--- src/rtl/xbar_pkg.sv ---
// Shared encodings and default widths for the round-robin crossbar slave.
package xbar_pkg;

  typedef enum logic [1:0] {
    IDLE   = 2'd0,
    ACCESS = 2'd1,
    RESP   = 2'd2
  } state_t;

  localparam logic CMD_READ  = 1'b0;
  localparam logic CMD_WRITE = 1'b1;

  localparam int DEF_N_MASTERS  = 2;
  localparam int DEF_DATA_WIDTH = 32;
  localparam int DEF_ADDR_WIDTH = 4;

  // Width of a master index; never below one bit.
  function automatic int idx_width(input int n);
    return (n > 1) ? $clog2(n) : 1;
  endfunction

endpackage

--- src/rtl/rr_arbiter.sv ---
// Combinational round-robin pick: first requester strictly after last_grant, wrapping.
module rr_arbiter
  import xbar_pkg::*;
#(
  parameter int N     = DEF_N_MASTERS,
  parameter int IDX_W = idx_width(N)
) (
  input  logic [N-1:0]     req,
  input  logic [IDX_W-1:0] last_grant,
  output logic [N-1:0]     grant,
  output logic [IDX_W-1:0] grant_idx
);

  logic             found;
  int               cand;
  logic [IDX_W-1:0] cand_idx;

  always_comb begin
    grant     = '0;
    grant_idx = '0;
    found     = 1'b0;
    cand      = 0;
    cand_idx  = '0;
    // Offset N lands back on last_grant itself, so a lone repeat requester still wins.
    for (int off = 1; off <= N; off++) begin
      cand     = (int'(last_grant) + off) % N;
      cand_idx = IDX_W'(cand);
      if (!found && req[cand_idx]) begin
        found           = 1'b1;
        grant[cand_idx] = 1'b1;
        grant_idx       = cand_idx;
      end
    end
  end

endmodule

--- src/rtl/sp_ram.sv ---
// Single-port synchronous RAM: write and read both registered on the rising edge.
module sp_ram #(
  parameter int DATA_WIDTH = 32,
  parameter int ADDR_WIDTH = 3
) (
  input  logic                  clock,
  input  logic                  we,
  input  logic [ADDR_WIDTH-1:0] addr,
  input  logic [DATA_WIDTH-1:0] wdata,
  output logic [DATA_WIDTH-1:0] rdata
);

  logic [DATA_WIDTH-1:0] mem [2**ADDR_WIDTH];

  // Contents are deliberately not reset.
  always_ff @(posedge clock) begin
    if (we) begin
      mem[addr] <= wdata;
    end
    rdata <= mem[addr];
  end

endmodule

--- src/rtl/xbar_slave_rr.sv ---
// Crossbar slave port: round-robin arbitration among masters in front of a small RAM.
module xbar_slave_rr
  import xbar_pkg::*;
#(
  parameter int N_MASTERS  = DEF_N_MASTERS,
  parameter int DATA_WIDTH = DEF_DATA_WIDTH,
  parameter int ADDR_WIDTH = DEF_ADDR_WIDTH
) (
  input  logic                            clock,
  input  logic                            reset_n,
  input  logic [N_MASTERS-1:0]            req,
  input  logic [N_MASTERS-1:0]            cmd,
  input  logic [N_MASTERS*ADDR_WIDTH-1:0] addr,
  input  logic [N_MASTERS*DATA_WIDTH-1:0] wdata,
  output logic [N_MASTERS-1:0]            ack,
  output logic [N_MASTERS*DATA_WIDTH-1:0] rdata,
  output logic                            busy
);

  localparam int IDX_W  = idx_width(N_MASTERS);
  localparam int RAM_AW = ADDR_WIDTH - 1;

  state_t                state;
  state_t                next_state;
  logic [IDX_W-1:0]      last_grant;
  logic [IDX_W-1:0]      grant_idx;
  logic [IDX_W-1:0]      arb_idx;
  logic [N_MASTERS-1:0]  arb_grant;
  logic                  cur_cmd;
  logic [RAM_AW-1:0]     cur_addr;
  logic [DATA_WIDTH-1:0] cur_wdata;
  logic [RAM_AW-1:0]     sel_addr;
  logic [DATA_WIDTH-1:0] sel_wdata;
  logic [DATA_WIDTH-1:0] ram_rdata;
  logic                  ram_we;
  logic                  unused_addr;

  rr_arbiter #(
    .N     (N_MASTERS),
    .IDX_W (IDX_W)
  ) u_arb (
    .req        (req),
    .last_grant (last_grant),
    .grant      (arb_grant),
    .grant_idx  (arb_idx)
  );

  // The address MSB selects this slave upstream and is never decoded here.
  assign sel_addr    = addr[int'(arb_idx)*ADDR_WIDTH +: RAM_AW];
  assign sel_wdata   = wdata[int'(arb_idx)*DATA_WIDTH +: DATA_WIDTH];
  assign unused_addr = ^addr;

  always_ff @(posedge clock or negedge reset_n) begin
    if (!reset_n) begin
      state      <= IDLE;
      last_grant <= IDX_W'(N_MASTERS - 1);
      grant_idx  <= '0;
      cur_cmd    <= CMD_READ;
      cur_addr   <= '0;
      cur_wdata  <= '0;
    end else begin
      state <= next_state;
      if (state == IDLE && |arb_grant) begin
        grant_idx  <= arb_idx;
        last_grant <= arb_idx;
        cur_cmd    <= cmd[arb_idx];
        cur_addr   <= sel_addr;
        cur_wdata  <= sel_wdata;
      end
    end
  end

  always_comb begin
    next_state = state;
    unique case (state)
      IDLE:    next_state = (|arb_grant) ? ACCESS : IDLE;
      ACCESS:  next_state = RESP;
      RESP:    next_state = IDLE;
      default: next_state = IDLE;
    endcase
  end

  // RAM works only on captured values, so dropping req mid-transaction is harmless.
  assign ram_we = (state == ACCESS) && (cur_cmd == CMD_WRITE);

  sp_ram #(
    .DATA_WIDTH (DATA_WIDTH),
    .ADDR_WIDTH (RAM_AW)
  ) u_ram (
    .clock (clock),
    .we    (ram_we),
    .addr  (cur_addr),
    .wdata (cur_wdata),
    .rdata (ram_rdata)
  );

  always_comb begin
    ack   = '0;
    rdata = '0;
    if (state == RESP) begin
      ack[grant_idx] = 1'b1;
      if (cur_cmd == CMD_READ) begin
        rdata[int'(grant_idx)*DATA_WIDTH +: DATA_WIDTH] = ram_rdata;
      end
    end
  end

  assign busy = (state != IDLE);

endmodule

--- config.mk ---
export PLATFORM = sky130hd
export DESIGN_NAME = xbar_slave_rr
export DESIGN_NICKNAME = d
export VERILOG_FILES = /design/src/rtl/xbar_pkg.sv /design/src/rtl/rr_arbiter.sv /design/src/rtl/sp_ram.sv /design/src/rtl/xbar_slave_rr.sv
export SDC_FILE = /design/constraint.sdc
export NUM_CORES = 1
export LEC_CHECK = 0
export ABC_AREA = 1
export CAP_MARGIN = 20
export CORE_MARGIN = 3
export CORE_UTILIZATION = 58
export CTS_BUF_LIST = sky130_fd_sc_hd__clkbuf_16
export CTS_CLUSTER_SIZE = 24
export DETAILED_ROUTE_END_ITERATION = 6
export DONT_BUFFER_PORTS = 1
export PLACE_DENSITY = 0.78
export SETUP_SLACK_MARGIN = 0.1
export SLEW_MARGIN = 20
export SYNTH_ARGS = -nofsm -noshare
export SYNTH_HDL_FRONTEND = slang
export SYNTH_SLANG_ARGS = --single-unit
--- constraint.sdc ---
create_clock -name clock -period 6.2 [get_ports clock]
set_input_delay 1.55 -clock clock [delete_from_list [all_inputs] [get_ports clock]]
set_output_delay 1.55 -clock clock [all_outputs]
set_load 0.005 [all_outputs]
==> run_1/final_placement.png <==
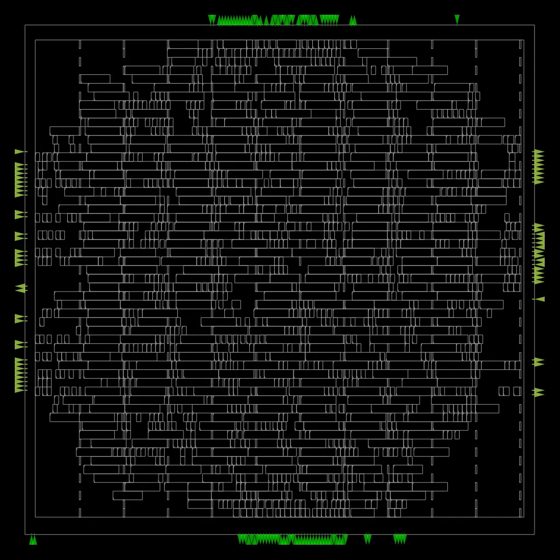
tap cells: 313
Util after Layout: 64.8%
Core ar.: 22900 um2

==> run_1/cell_classes.png <==
Fill, decap, tap and diode cells in gray.
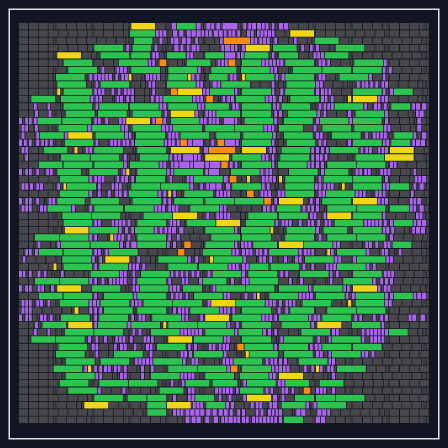
legend:
  all other logic:
    color: purple
    cells: 1025
    share_of_their_area: 28%
  clock drivers and dummy loads:
    color: yellow
    cells: 57
    share_of_their_area: 6.4%
  other buffers and delay cells:
    color: orange
    cells: 18
    share_of_their_area: 1.2%
  flip-flops:
    color: green
    cells: 328
    share_of_their_area: 65%
row cnt: 55
design area: 14900 um2
fraction of area in registers: 62.8%

==> run_1/met2.png <==
Cells faint in the background.
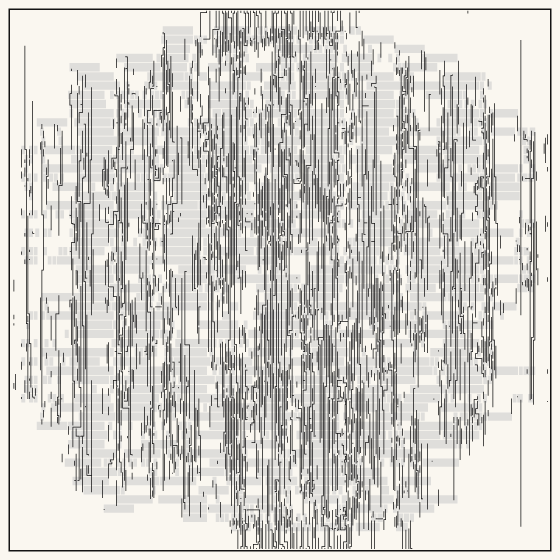
wire length on this layer: 15200 um
main direction: vertical
share of all routed wire: 51%
nets with wire on the layer: 982
longest straight run: 136 um
final wirelength: 30100 um
routed via count: 9210

==> run_1/port_nets.png <==
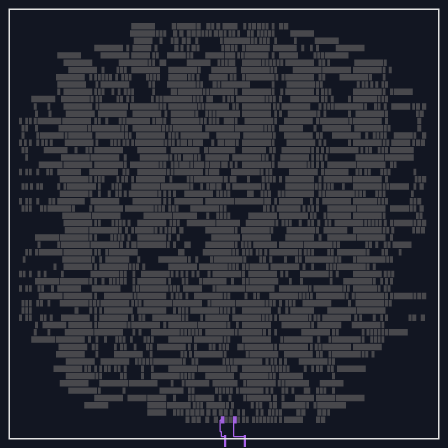
legend:
  `cmd`:
    color: purple
    bits: 2
    direction: input
    edge: bottom
    end_cells: 2
    wire: 19.0 um
Top Ports: 145
PortBufs: 0

==> CHANGELOG.md, run 1 <==
## Implementation

- Status: finished clean
- Post-CTS Hold Buffers: 0
- Worst min path class: reg2reg
- Area grow syn2layout: 8.38%
- DR iter-0 viols: 714
- Pwr per Cell Area: 464 nW/um2
- Global route overflow: 0
- Max-slew headroom: 39.9%
- Final std cells w/o fill: 1741
- Final setup margin: 2.49 ns
- Post-layout min period: 3.71 ns
- Worst-path clk slew: 0.06 ns
- Combinational gates: 982
- Fmax: 270 MHz
- Die Size: 25500 um2
- Post-route DRC: 0
- Chip Area, Yosys: 13700 um2
- Clock buf/inv share: 6.24%
- Hold Startpoint: state[1]$_DFF_PN0_
- Die height: 160 um
- Worst Path Arrival: 2.16 ns
- Area post-placement: 13900 um2
- Logic area: 3860 um2
- R2R Path Start: cur_addr[1]$_DFFE_PN0P_
- First-pass GRT wire length: 46300 um
- Net Switching: 2490 uW
- Vias in the first global route: 8780
- Power consumption: 6900 uW
- WL per Instance: 17.3 um
- Detailed Place HPWL: 16100 um
- Via density per instance: 5.29
- Most numerous logic cell after layout: nand2_1
- Internal power: 4410 uW
- CP startpoint kind: flop
- Total GRT Usage: 23.0%
- Synthesized area: 13700 um2
- Htree depth: 1
- Worst r2r path cells: 6
- CTS tree: done
- Leakage: 0.00655 uW
- Clock root cell: clkbuf_16
- Synth cell types: 22
- Non-clock buffer total of the final layout: 18
- Ant. Diodes: 0
- Most frequent logic cells in the routed design: nand2_1, edfxtp_1, nor3_1
- Max_cap viols: 0
-- run 1: metal layers --
| metal | vias up | routed length, um | track usage (%) |
|---|---|---|---|
| met2 | 398 | 15200 | 40.7 |
| li1 | 4502 | - | - |
| met1 | 4233 | 11300 | 28.1 |
| met5 | - | 0 | 0 |
| met3 | 77 | 2480 | 3.45 |
| met4 | 0 | 1070 | 10.3 |
-- run 1: flip-flops by register name, summed over array words and instances (netlist names) --
name         count
cur_cmd          1
grant_idx        1
cur_wdata       32
last_grant       1
u_ram.mem      256
state            2
u_ram.rdata     32
cur_addr         3
-- run 1: worst max-delay path, cell delays in order (launching register included) --
cell and delay (ns):
dfrtp_1 0.36, inv_1 0.07, nor2_1 0.12, nand2_1 0.38, buf_4 0.40, nor3_1 0.26
-- run 1: how the worst min path moves through the flow --
stage	endpoint	slack (ns)	depth (start not counted)
2_1_floorplan	state[1]$_DFF_PN0_	0.41	1
5_1_grt	state[1]$_DFF_PN0_	0.49	1
3_3_place_gp	state[1]$_DFF_PN0_	0.44	1
6_report	state[1]$_DFF_PN0_	0.49	1
4_1_cts	state[1]$_DFF_PN0_	0.48	1
3_5_place_dp	state[1]$_DFF_PN0_	0.47	1
-- run 1: power groups by stage --
stage,clock network (uW),logic [uW],registers (uW)
floorplan,0,1510,3160
global placement,0,1810,3290
detailed placement,0,1860,3310
CTS,1750,1880,3270
global route,1830,2140,3330
finish,1740,1890,3270
-- run 1: cell usage after synthesis, drive strengths merged --
cell type,number,share of area [%]
nor2,16,0.46
clkbuf,21,0.58
o21ai,1,0.036
edfxtp,256,56
nand4,2,0.091
inv,43,1.2
nand2,892,24
nor3,64,2.3
dfxtp,32,4.7
dfrtp,39,7.1
buf,56,2.5
a21oi,1,0.12
nand3,6,0.22
dfstp,1,0.19
==> run 1 -> run 2 <==
--- a/config.mk
+++ b/config.mk
@@ -8,12 +8,12 @@
 export ABC_AREA = 1
 export CAP_MARGIN = 20
 export CORE_MARGIN = 3
-export CORE_UTILIZATION = 58
+export CORE_UTILIZATION = 57
 export CTS_BUF_LIST = sky130_fd_sc_hd__clkbuf_16
 export CTS_CLUSTER_SIZE = 24
 export DETAILED_ROUTE_END_ITERATION = 6
 export DONT_BUFFER_PORTS = 1
-export PLACE_DENSITY = 0.78
+export PLACE_DENSITY = 0.79
 export SETUP_SLACK_MARGIN = 0.1
 export SLEW_MARGIN = 20
 export SYNTH_ARGS = -nofsm -noshare
==> constraint.sdc (replaced) <==
create_clock -name clock -period 3.3 [get_ports clock]
set_input_delay 0.825 -clock clock [delete_from_list [all_inputs] [get_ports clock]]
set_output_delay 0.825 -clock clock [all_outputs]
set_load 0.005 [all_outputs]
==> run_2/port_nets.png <==
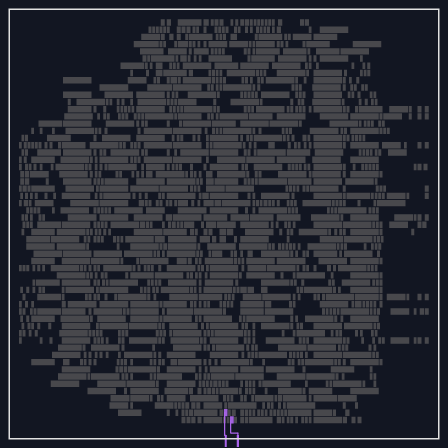
legend:
  `cmd`:
    color: purple
    bits: 2
    direction: input
    edge: bottom
    end_cells: 2
    wire: 18.9 um

==> run 2 against run 1 <==
Critical path depth unchanged. Hold slack got worse by 0.38 ns. Final cell count increased by 0.86%. Count of clock-buffer cells in the layout unchanged. Die size increased by 1.7%. Cell area increased by 1.3%. Flip-flop count unchanged. Global-route usage increased by 0.62 points. Total power increased by 92%. Critical endpoint is now rdata[3].
==> CHANGELOG.md, run 2 <==
## Implementation

- Status: finished clean
- Metal-1 WL: 12300 um (+8.3%)
- Global route overflow: 0 (unchanged)
- Total GRT Usage: 23.6% (+0.62 points)
- Util after Layout: 64.0% (-0.88 points)
- Count leader, synth: nand2_1
- Die height: 161 um (+0.84%)
- Worst-path clk slew: 0.06 ns (about the same)
- Ant. Diodes: 0 (unchanged)
- Chip Area, Yosys: 13700 um2 (unchanged)
- Met1 Usage GRT: 30.8% (+2.6 points)
- Design area: 15100 um2 (+1.3%)
- Synth cell types: 22 (unchanged)
- Met3 usage: 2.95% (-0.50 points)
- CTS tree: done
- Htree depth: 1 (unchanged)
- Post-synth EDFFs: 256 (unchanged)
- Worst r2r path cells: 8 (+2)
- Via density per instance: 5.33 (+0.70%)
- Pwr per Cell Area: 881 nW/um2 (+90%)
- Most frequent logic cells in the routed design: nand2_1, edfxtp_1, nor3_1
- Final wirelength: 30900 um (+2.7%)
- Max FFs per register: 256 (unchanged)
- Area grow syn2layout: 9.83%
- Worst Path Arrival: 1.94 ns (-0.22 ns)
- Top flop regs: u_ram.mem x256, cur_wdata x32, u_ram.rdata x32
- Max-slew headroom: 27.0% (-13 points)
- Fmax: 361 MHz
- PortBufs: 0 (unchanged)
- Cell area leaders: edfxtp_1, nand2_1, dfrtp_1
- Post-route DRC: 0 (unchanged)
- Max_cap viols: 0 (unchanged)
- First-pass GRT wire length: 47800 um (+3.3%)
- Leading area contributor after synthesis: edfxtp_1
- Power consumption: 13300 uW (+92%)
- Grt met2 use: 41.0% (+0.37 points)
- Worst min path class: in2async
- Top cells by count: nand2_1, edfxtp_1, nor3_1
- Routed via count: 9354 (+1.6%)
- GR peak layer: met2
- Metal2 WL: 15600 um (+2.6%)
- Area post-placement: 14000 um2 (+0.88%)
- Top reg by flops: u_ram.mem
- Die Size: 25900 um2 (+1.7%)
- Top_reg_cell synth: edfxtp_1
- Fraction of registers with async set/reset: 12.2% (unchanged)
- Final setup margin: 0.532 ns (-1.96 ns)
- Synthesized area: 13700 um2 (unchanged)
- Detailed Place HPWL: 17500 um (+8.8%)
==> run_2/final_placement.png <==
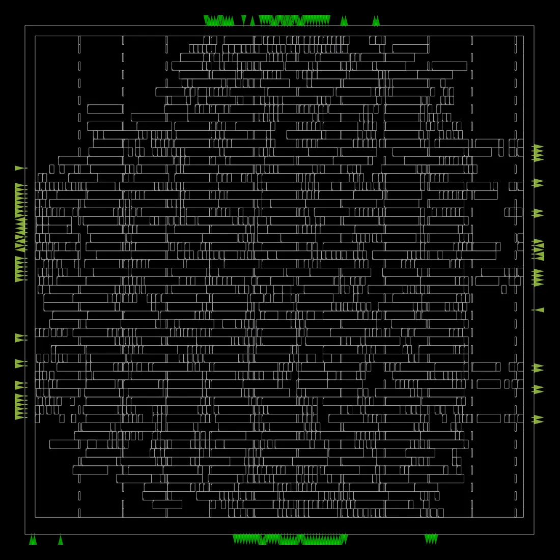
final std cells w/o fill: 1756
fraction of area in registers: 62.0%
row cnt: 56

## run 2: cell types whose count changed in the layout (fill, tap and decap cells not counted), sizes merged
| cell | delta |
|---|---|
| buf | +8 |
| bufinv | +2 |
| clkinv | +6 |
| clkinvlp | +2 |
| inv | -9 |
## run 2: cell type report
type	instances	area, um2
Timing Repair Buffer	26	290
Clock buffer	31	776
Clock inverter	27	228
Multi-Input combinational cell	982	3860
Sequential cell	328	9340
Fill cell	1774	8490
Inverter	43	164
Tap cell	319	399
## run 2: what timing repair did
action                                 4_1_cts  5_1_grt
endpoints found under the hold margin       39        0
gates resized                                0        0
hold buffers                                 1        0
## run 2: worst max-delay path, stage by stage (launching register included)
cell	delay, ns
dfrtp_1	0.35
inv_1	0.06
nor2_1	0.13
nand2_1	0.19
buf_4	0.32
nor3_1	0.33
## run 2: power breakdown
group / switching, uW / internal, uW / total (uW)
combinational: 2610 / 959 / 3570
sequential: 709 / 5510 / 6220
clock: 1460 / 2010 / 3480
## run 2: how the worst max path moves through the flow
stage,depth (start not counted),end,start
final,5,rdata[3],state[1]$_DFF_PN0_
after global routing,8,u_ram.rdata[13]$_DFF_P_,cur_addr[0]$_DFFE_PN0P_
after CTS,5,rdata[3],state[1]$_DFF_PN0_
after detailed placement,8,u_ram.rdata[5]$_DFF_P_,cur_addr[0]$_DFFE_PN0P_
after global placement,8,u_ram.rdata[0]$_DFF_P_,cur_addr[0]$_DFFE_PN0P_
after floorplan,6,u_ram.mem[0][0]$_DFFE_PP_,cur_addr[1]$_DFFE_PN0P_
## run 2: logic make-up after synthesis
logic type | synth area share [%]
and+or+nand+nor | 27.5
DFF | 68.1
buffers and inverters | 4.24
AOI/OAI and AO/OA | 0.155
==> run 2 -> run 3 <==
==> constraint.sdc (replaced) <==
create_clock -name clock -period 2.3 [get_ports clock]
set_input_delay 0.575 -clock clock [delete_from_list [all_inputs] [get_ports clock]]
set_output_delay 0.575 -clock clock [all_outputs]
set_load 0.005 [all_outputs]
==> run_3/met2.png <==
Cells faint in the background.
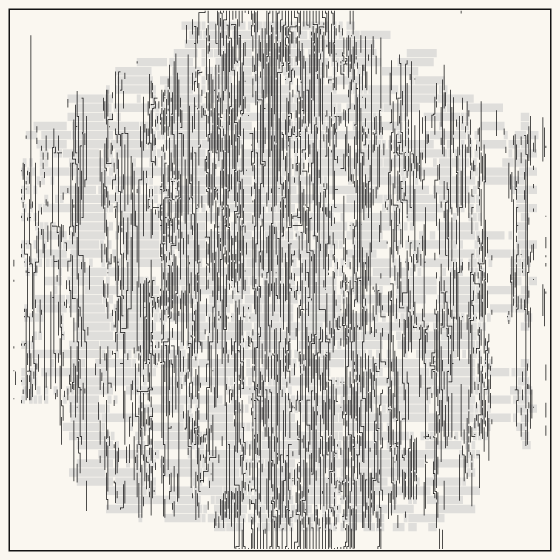
nets with wire on the layer: 1188
wire length on this layer: 16800 um
main direction: vertical
longest straight run: 61.9 um
final wirelength: 33400 um
routed via count: 10.0k
grt met2 use: 43.5%

==> run 3 against run 2 <==
Clock skew down 0.0027 ns. Clock power increased by 33%. Largest power group unchanged. The run now ends with negative setup slack left. Global-route usage up 1.5 points.
==> CHANGELOG.md, run 3 <==
## Implementation

- Status: complete, but fails checks
- Violated checks: negative setup slack
- Final setup margin: -0.0629 ns (-0.595 ns)
- Top reg by flops: u_ram.mem
- Chip Area, Yosys: 13700 um2 (unchanged)
- Met3 usage: 3.03% (+0.077 points)
- Synth cell types: 22 (unchanged)
- Fmax: 423 MHz
- GR peak layer: met2
- Worst min path class: in2reg
- Clk pwr: 4640 uW (+33%)
- Metal2 WL: 16800 um (+7.4%)
- Top_reg_cell synth: edfxtp_1
- Area grow syn2layout: 18.2%
- CTS tree: done
- Max FFs per register: 256 (unchanged)
- Fraction of registers with async set/reset: 12.2% (unchanged)
- Post-synth EDFFs: 256 (unchanged)
- Die height: 161 um (unchanged)
- Metal-1 WL: 12400 um (+0.55%)
- Worst Path Arrival: 1.79 ns (-0.15 ns)
- First-pass GRT wire length: 51300 um (+7.3%)
- Clock share of power: 23.5% (-2.7 points)
- Most frequent logic cells in the routed design: nand2_1, edfxtp_1, buf_4
- Area post-placement: 14700 um2 (+5.0%)
- Die Size: 25900 um2 (unchanged)
- Final setup violation count: 25
- Top flop regs: u_ram.mem x256, cur_wdata x32, u_ram.rdata x32
- Post-route DRC: 0 (unchanged)
- Critical-path top delay cell: dfrtp_1
- Global route overflow: 0 (unchanged)
- Seq pwr share: 44.7% (-2.2 points)
- Power consumption: 19800 uW (+49%)
- Critical path, cell by cell: nor2_4 > nand2_4 > buf_6 > nor3_1 > buf_4
- Detailed Place HPWL: 19400 um (+11%)
- Design area: 16200 um2 (+7.6%)
- PortBufs: 0 (unchanged)
- Worst-path clk slew: 0.06 ns (about the same)
- Total GRT Usage: 25.1% (+1.5 points)
- Util after Layout: 68.8% (+4.9 points)
- Internal power: 12400 uW (+46%)
- Row cnt: 56 (unchanged)
- Leading area contributor after synthesis: edfxtp_1
- Net Switching: 7410 uW (+55%)
- Top Consumer: sequential cells
- Worst r2r path cells: 6 (-2)
==> run_3/final_placement.png <==
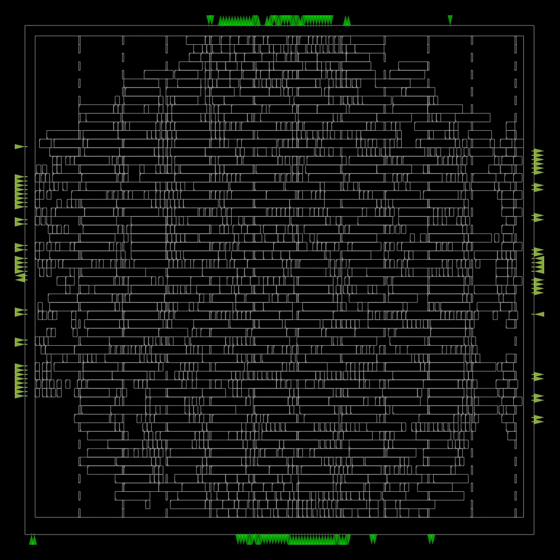
Core ar.: 23500 um2
fraction of area in registers: 57.6%
filler instances: 1624
tap cells: 319
final std cells w/o fill: 1851

[run 3: cell counts after synthesis]
No cell type changed its count.
[run 3: stage by stage]
step	std cells	setup slack [ns]
floorplan	1430	0.0686
global placement	1783	-0.0132
detailed placement	1783	-0.0638
CTS	1845	0.00689
global route	1851	-0.0841
finish	1851	-0.0629
[run 3: cell type report]
class,instances,area [um2],area share (%)
inverters,43,164,1.01
well taps,319,399,2.46
repair buffers,120,1100,6.81
clock inverters,25,128,0.788
clock buffers,32,801,4.94
flip-flops and latches,328,9340,57.6
multi-input cells,984,4270,26.4
[run 3: logic make-up (layout without fill, tap and decap cells)]
family | count (synthesis) | after routing | synth area share [%]
AND/OR/NAND/NOR | 980 | 982 | 27.5
flip-flops | 328 | 328 | 68.1
buffers and inverters | 120 | 220 | 4.24
AND-OR/OR-AND | 2 | 2 | 0.155
[run 3: worst max-delay path, delay by kind of cell (launching register included)]
| kind | cells | cell delay, ns |
|---|---|---|
| DFF | 1 | 0.43 |
| buffers and inverters | 2 | 0.33 |
| and+or+nand+nor | 3 | 0.47 |
[run 3: worst max path at each step]
stage,start,depth (start not counted),endpoint
2_1_floorplan,cur_addr[1]$_DFFE_PN0P_,6,u_ram.mem[0][0]$_DFFE_PP_
3_3_place_gp,req[1],6,cur_addr[2]$_DFFE_PN0P_
3_5_place_dp,req[1],6,cur_wdata[21]$_DFFE_PN0P_
4_1_cts,state[1]$_DFF_PN0_,6,rdata[2]
5_1_grt,state[0]$_DFF_PN0_,5,rdata[56]
6_report,state[0]$_DFF_PN0_,5,rdata[56]
[run 3: repair_timing]
item	CTS	global route
cloned	3	0
endpoints found under the setup margin	84	94
resized	49	44
pin swaps	3	5
hold buffers	2	0
buffers inserted	0	6
hold endpoints to repair	40	0
Power is estimated from default activity; no workload was simulated.
